===== config.mk =====
export PLATFORM = sky130hd
export DESIGN_NAME = prediction_stat_tracker
export DESIGN_NICKNAME = d
export VERILOG_FILES = /design/src/rtl/prediction_stat_tracker.sv
export SDC_FILE = /design/constraint.sdc
export NUM_CORES = 1
export LEC_CHECK = 0
export CELL_PAD_IN_SITES_DETAIL_PLACEMENT = 0
export CELL_PAD_IN_SITES_GLOBAL_PLACEMENT = 2
export CORE_MARGIN = 3
export CORE_UTILIZATION = 31
export DETAILED_ROUTE_END_ITERATION = 10
export MAX_ROUTING_LAYER = met4
export PLACE_DENSITY = 0.76
export SYNTH_ARGS = -nofsm -noshare
export SYNTH_HDL_FRONTEND = slang
export SYNTH_SLANG_ARGS = --single-unit
export TNS_END_PERCENT = 1

===== constraint.sdc =====
create_clock -name clk -period 2.09 [get_ports clk]
set_clock_uncertainty 0.1 [all_clocks]
set_input_delay 0.418 -clock clk [delete_from_list [all_inputs] [get_ports clk]]
set_output_delay 0.418 -clock clk [all_outputs]
set_load 0.05 [all_outputs]

===== src/rtl/prediction_stat_tracker.sv =====
// rtl/prediction_stat_tracker.sv - per-predictor accuracy counters and trend states scored from an in-order FIFO of predictions
module prediction_stat_tracker #(
    parameter int STAT_COUNTER_WIDTH = 5,
    parameter int FIFO_DEPTH         = 4,
    parameter int DECAY_PERIOD       = 64
) (
    input  logic                          clk,
    input  logic                          rst,
    input  logic                          push_valid,
    output logic                          push_ready,
    input  logic                          SP_prediction_in,
    input  logic                          LHP_prediction_in,
    input  logic                          GHP_prediction_in,
    input  logic                          resolve_valid,
    output logic                          resolve_ready,
    input  logic                          actual_taken,
    input  logic                          flush,
    output logic [STAT_COUNTER_WIDTH-1:0] SP_stat_count,
    output logic [STAT_COUNTER_WIDTH-1:0] LHP_stat_count,
    output logic [STAT_COUNTER_WIDTH-1:0] GHP_stat_count,
    output logic [3:0]                    SP_trend_decode,
    output logic [3:0]                    LHP_trend_decode,
    output logic [3:0]                    GHP_trend_decode
);
    localparam int W  = STAT_COUNTER_WIDTH;
    localparam int PW = $clog2(FIFO_DEPTH);
    localparam int DW = $clog2(DECAY_PERIOD + 1);

    localparam logic [PW:0]   FULL_OCC   = (PW + 1)'(FIFO_DEPTH);
    localparam logic [DW-1:0] DECAY_LAST = DW'(DECAY_PERIOD - 1);
    localparam logic [W-1:0]  STAT_MAX   = '1;
    localparam logic [W-1:0]  STAT_INIT  = {1'b1, {(W - 1){1'b0}}};

    typedef enum logic [1:0] {
        STRONG_WRONG = 2'd0,
        WEAK_WRONG   = 2'd1,
        WEAK_RIGHT   = 2'd2,
        STRONG_RIGHT = 2'd3
    } trend_t;

    // Entry bit order {SP, LHP, GHP}; predictor index 2=SP, 1=LHP, 0=GHP throughout.
    logic [2:0]    fifo_mem [FIFO_DEPTH];
    logic [PW-1:0] wr_ptr;
    logic [PW-1:0] rd_ptr;
    logic [PW:0]   occupancy;
    logic [DW-1:0] decay_q;
    logic [DW-1:0] decay_d;
    logic [W-1:0]  stat_q [3];
    logic [W-1:0]  stat_d [3];
    trend_t        trend_q [3];
    trend_t        trend_d [3];

    logic       push_fire;
    logic       pop_fire;
    logic       decay_hit;
    logic [2:0] head;

    assign push_ready    = (occupancy != FULL_OCC);
    assign resolve_ready = (occupancy != '0);
    assign push_fire     = push_valid && push_ready;
    assign pop_fire      = resolve_valid && resolve_ready;
    assign head          = fifo_mem[rd_ptr];

    function automatic trend_t trend_step(trend_t t, logic up);
        case (t)
            STRONG_WRONG: return up ? WEAK_WRONG   : STRONG_WRONG;
            WEAK_WRONG:   return up ? WEAK_RIGHT   : STRONG_WRONG;
            WEAK_RIGHT:   return up ? STRONG_RIGHT : WEAK_WRONG;
            default:      return up ? STRONG_RIGHT : WEAK_RIGHT;
        endcase
    endfunction

    // Decay halves after the resolve's own update has been applied.
    function automatic logic [W-1:0] stat_step(logic [W-1:0] c, logic up, logic halve);
        logic [W-1:0] n;
        if (up) begin
            n = (c == STAT_MAX) ? c : c + W'(1);
        end else begin
            n = (c < W'(2)) ? '0 : c - W'(2);
        end
        return halve ? (n >> 1) : n;
    endfunction

    function automatic logic [3:0] trend_decode(trend_t t);
        return 4'b0001 << t;
    endfunction

    always_comb begin
        decay_d   = decay_q;
        decay_hit = 1'b0;
        for (int i = 0; i < 3; i++) begin
            stat_d[i]  = stat_q[i];
            trend_d[i] = trend_q[i];
        end
        if (pop_fire) begin
            decay_hit = (decay_q == DECAY_LAST);
            decay_d   = decay_hit ? '0 : decay_q + DW'(1);
            for (int i = 0; i < 3; i++) begin
                stat_d[i]  = stat_step(stat_q[i], head[i] == actual_taken, decay_hit);
                trend_d[i] = trend_step(trend_q[i], head[i] == actual_taken);
            end
        end
    end

    always_ff @(posedge clk) begin
        if (rst) begin
            wr_ptr    <= '0;
            rd_ptr    <= '0;
            occupancy <= '0;
            decay_q   <= '0;
            for (int i = 0; i < 3; i++) begin
                stat_q[i]  <= STAT_INIT;
                trend_q[i] <= WEAK_RIGHT;
            end
        end else begin
            decay_q <= decay_d;
            for (int i = 0; i < 3; i++) begin
                stat_q[i]  <= stat_d[i];
                trend_q[i] <= trend_d[i];
            end
            // A flush wins over the FIFO bookkeeping but not over scoring.
            if (flush) begin
                wr_ptr    <= '0;
                rd_ptr    <= '0;
                occupancy <= '0;
            end else begin
                if (push_fire) begin
                    fifo_mem[wr_ptr] <= {SP_prediction_in, LHP_prediction_in, GHP_prediction_in};
                    wr_ptr           <= wr_ptr + PW'(1);
                end
                if (pop_fire) begin
                    rd_ptr <= rd_ptr + PW'(1);
                end
                case ({push_fire, pop_fire})
                    2'b10:   occupancy <= occupancy + (PW + 1)'(1);
                    2'b01:   occupancy <= occupancy - (PW + 1)'(1);
                    default: occupancy <= occupancy;
                endcase
            end
        end
    end

    assign SP_stat_count    = stat_q[2];
    assign LHP_stat_count   = stat_q[1];
    assign GHP_stat_count   = stat_q[0];
    assign SP_trend_decode  = trend_decode(trend_q[2]);
    assign LHP_trend_decode = trend_decode(trend_q[1]);
    assign GHP_trend_decode = trend_decode(trend_q[0]);
endmodule


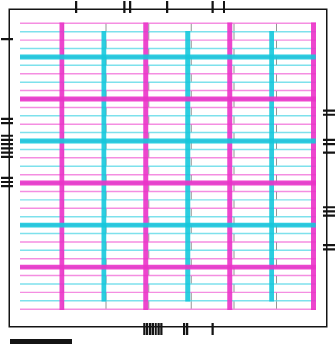
floorplan.png
Scale bar: 20 µm. Pins as bars on the die edge. Tap cells in grey.
magenta -> VSS
cyan -> VDD
met1 rails = 35
tap cells = 108
met5 straps = 6

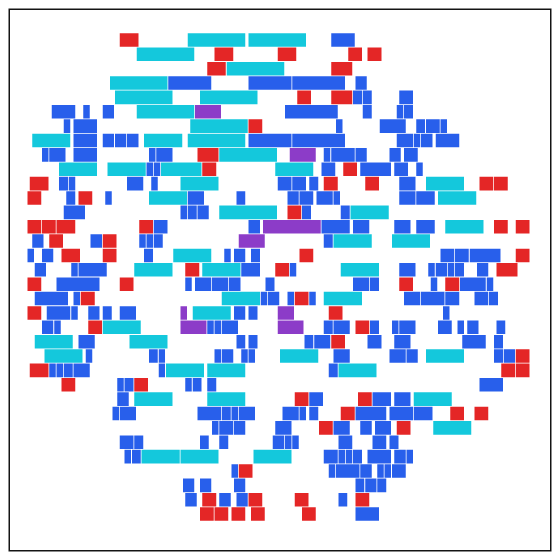
class_map.png
blue -> remaining logic cells  # cells 241, share of their area 49%
red -> remaining buffers and delay cells  # cells 70, share of their area 16%
cyan -> sequential cells  # cells 49, share of their area 31%
purple -> clock drivers and dummy loads  # cells 8, share of their area 3.2%

==> flow_metrics.tcl <==
# collected from the flow reports
set metrics [dict create \
    setup_viol 6 \
    final_util_pct 41.1 \
    crit_arrival_ns 2.29 \
    num_antenna_cells 0 \
    rows 34 \
    clock-sinks 49 \
    fin_setup_tns_ns -0.301 \
    grt_pass1_vias 2354 \
    cts_resized 10 \
    holdWs_ns 0.334 \
    place_inst 462 \
    ys_area_mm2 0.00287 \
    violations "negative setup slack" \
    top_logic_kind "AND-OR/OR-AND gates" \
    synthArstFlopShare_pct 0 \
    critPathRequiredTime_ns 2.19 \
    crit_family "AND-OR/OR-AND gates" \
    timing.final.max_slew_violations 0 \
    dieHeight_um 102 \
    outcome "finished with violations" \
    fin_ws_ns -0.0996 \
    timing.final.crit_period_ns 2.19 \
    n_all_buffers 70 \
    gr-usage-met1_pct 17.7 \
    top_area_cell "dfxtp_1" \
    ir_worst_vdd_mv 0.309 \
    comb_power_uw 634 \
    layout.cells.most_common_list "buf_4 (58), dfxtp_1 (36), nor2_1 (26)" \
    ys_seq_share_pct 38.4 \
    power_leader "registers" \
    largest_reg_flops 15 \
    hp-class "flop to flop" \
    gp_congestion 0.783 \
    postSynthCellCount 310 \
    final_hold_viol_count 0 \
    busiest_layer "met2" \
    drc 0 \
    coreArea_mm2 0.00885 \
    clkLatencyLatePin_ns 0.30 \
]
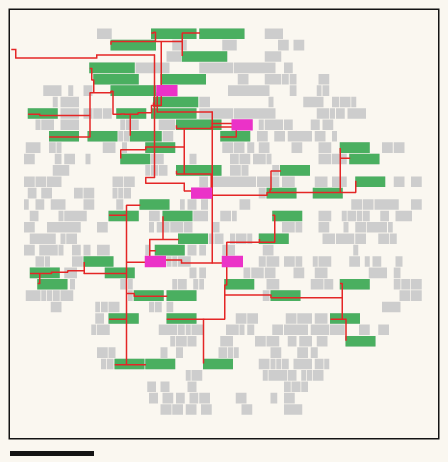
clock_wires.png
Scale bar: 20 µm.
magenta -> clock-net drivers  # count 5
green -> flip-flops  # count 49
red -> clock wires  # length 645 µm
routed clock nets = 6

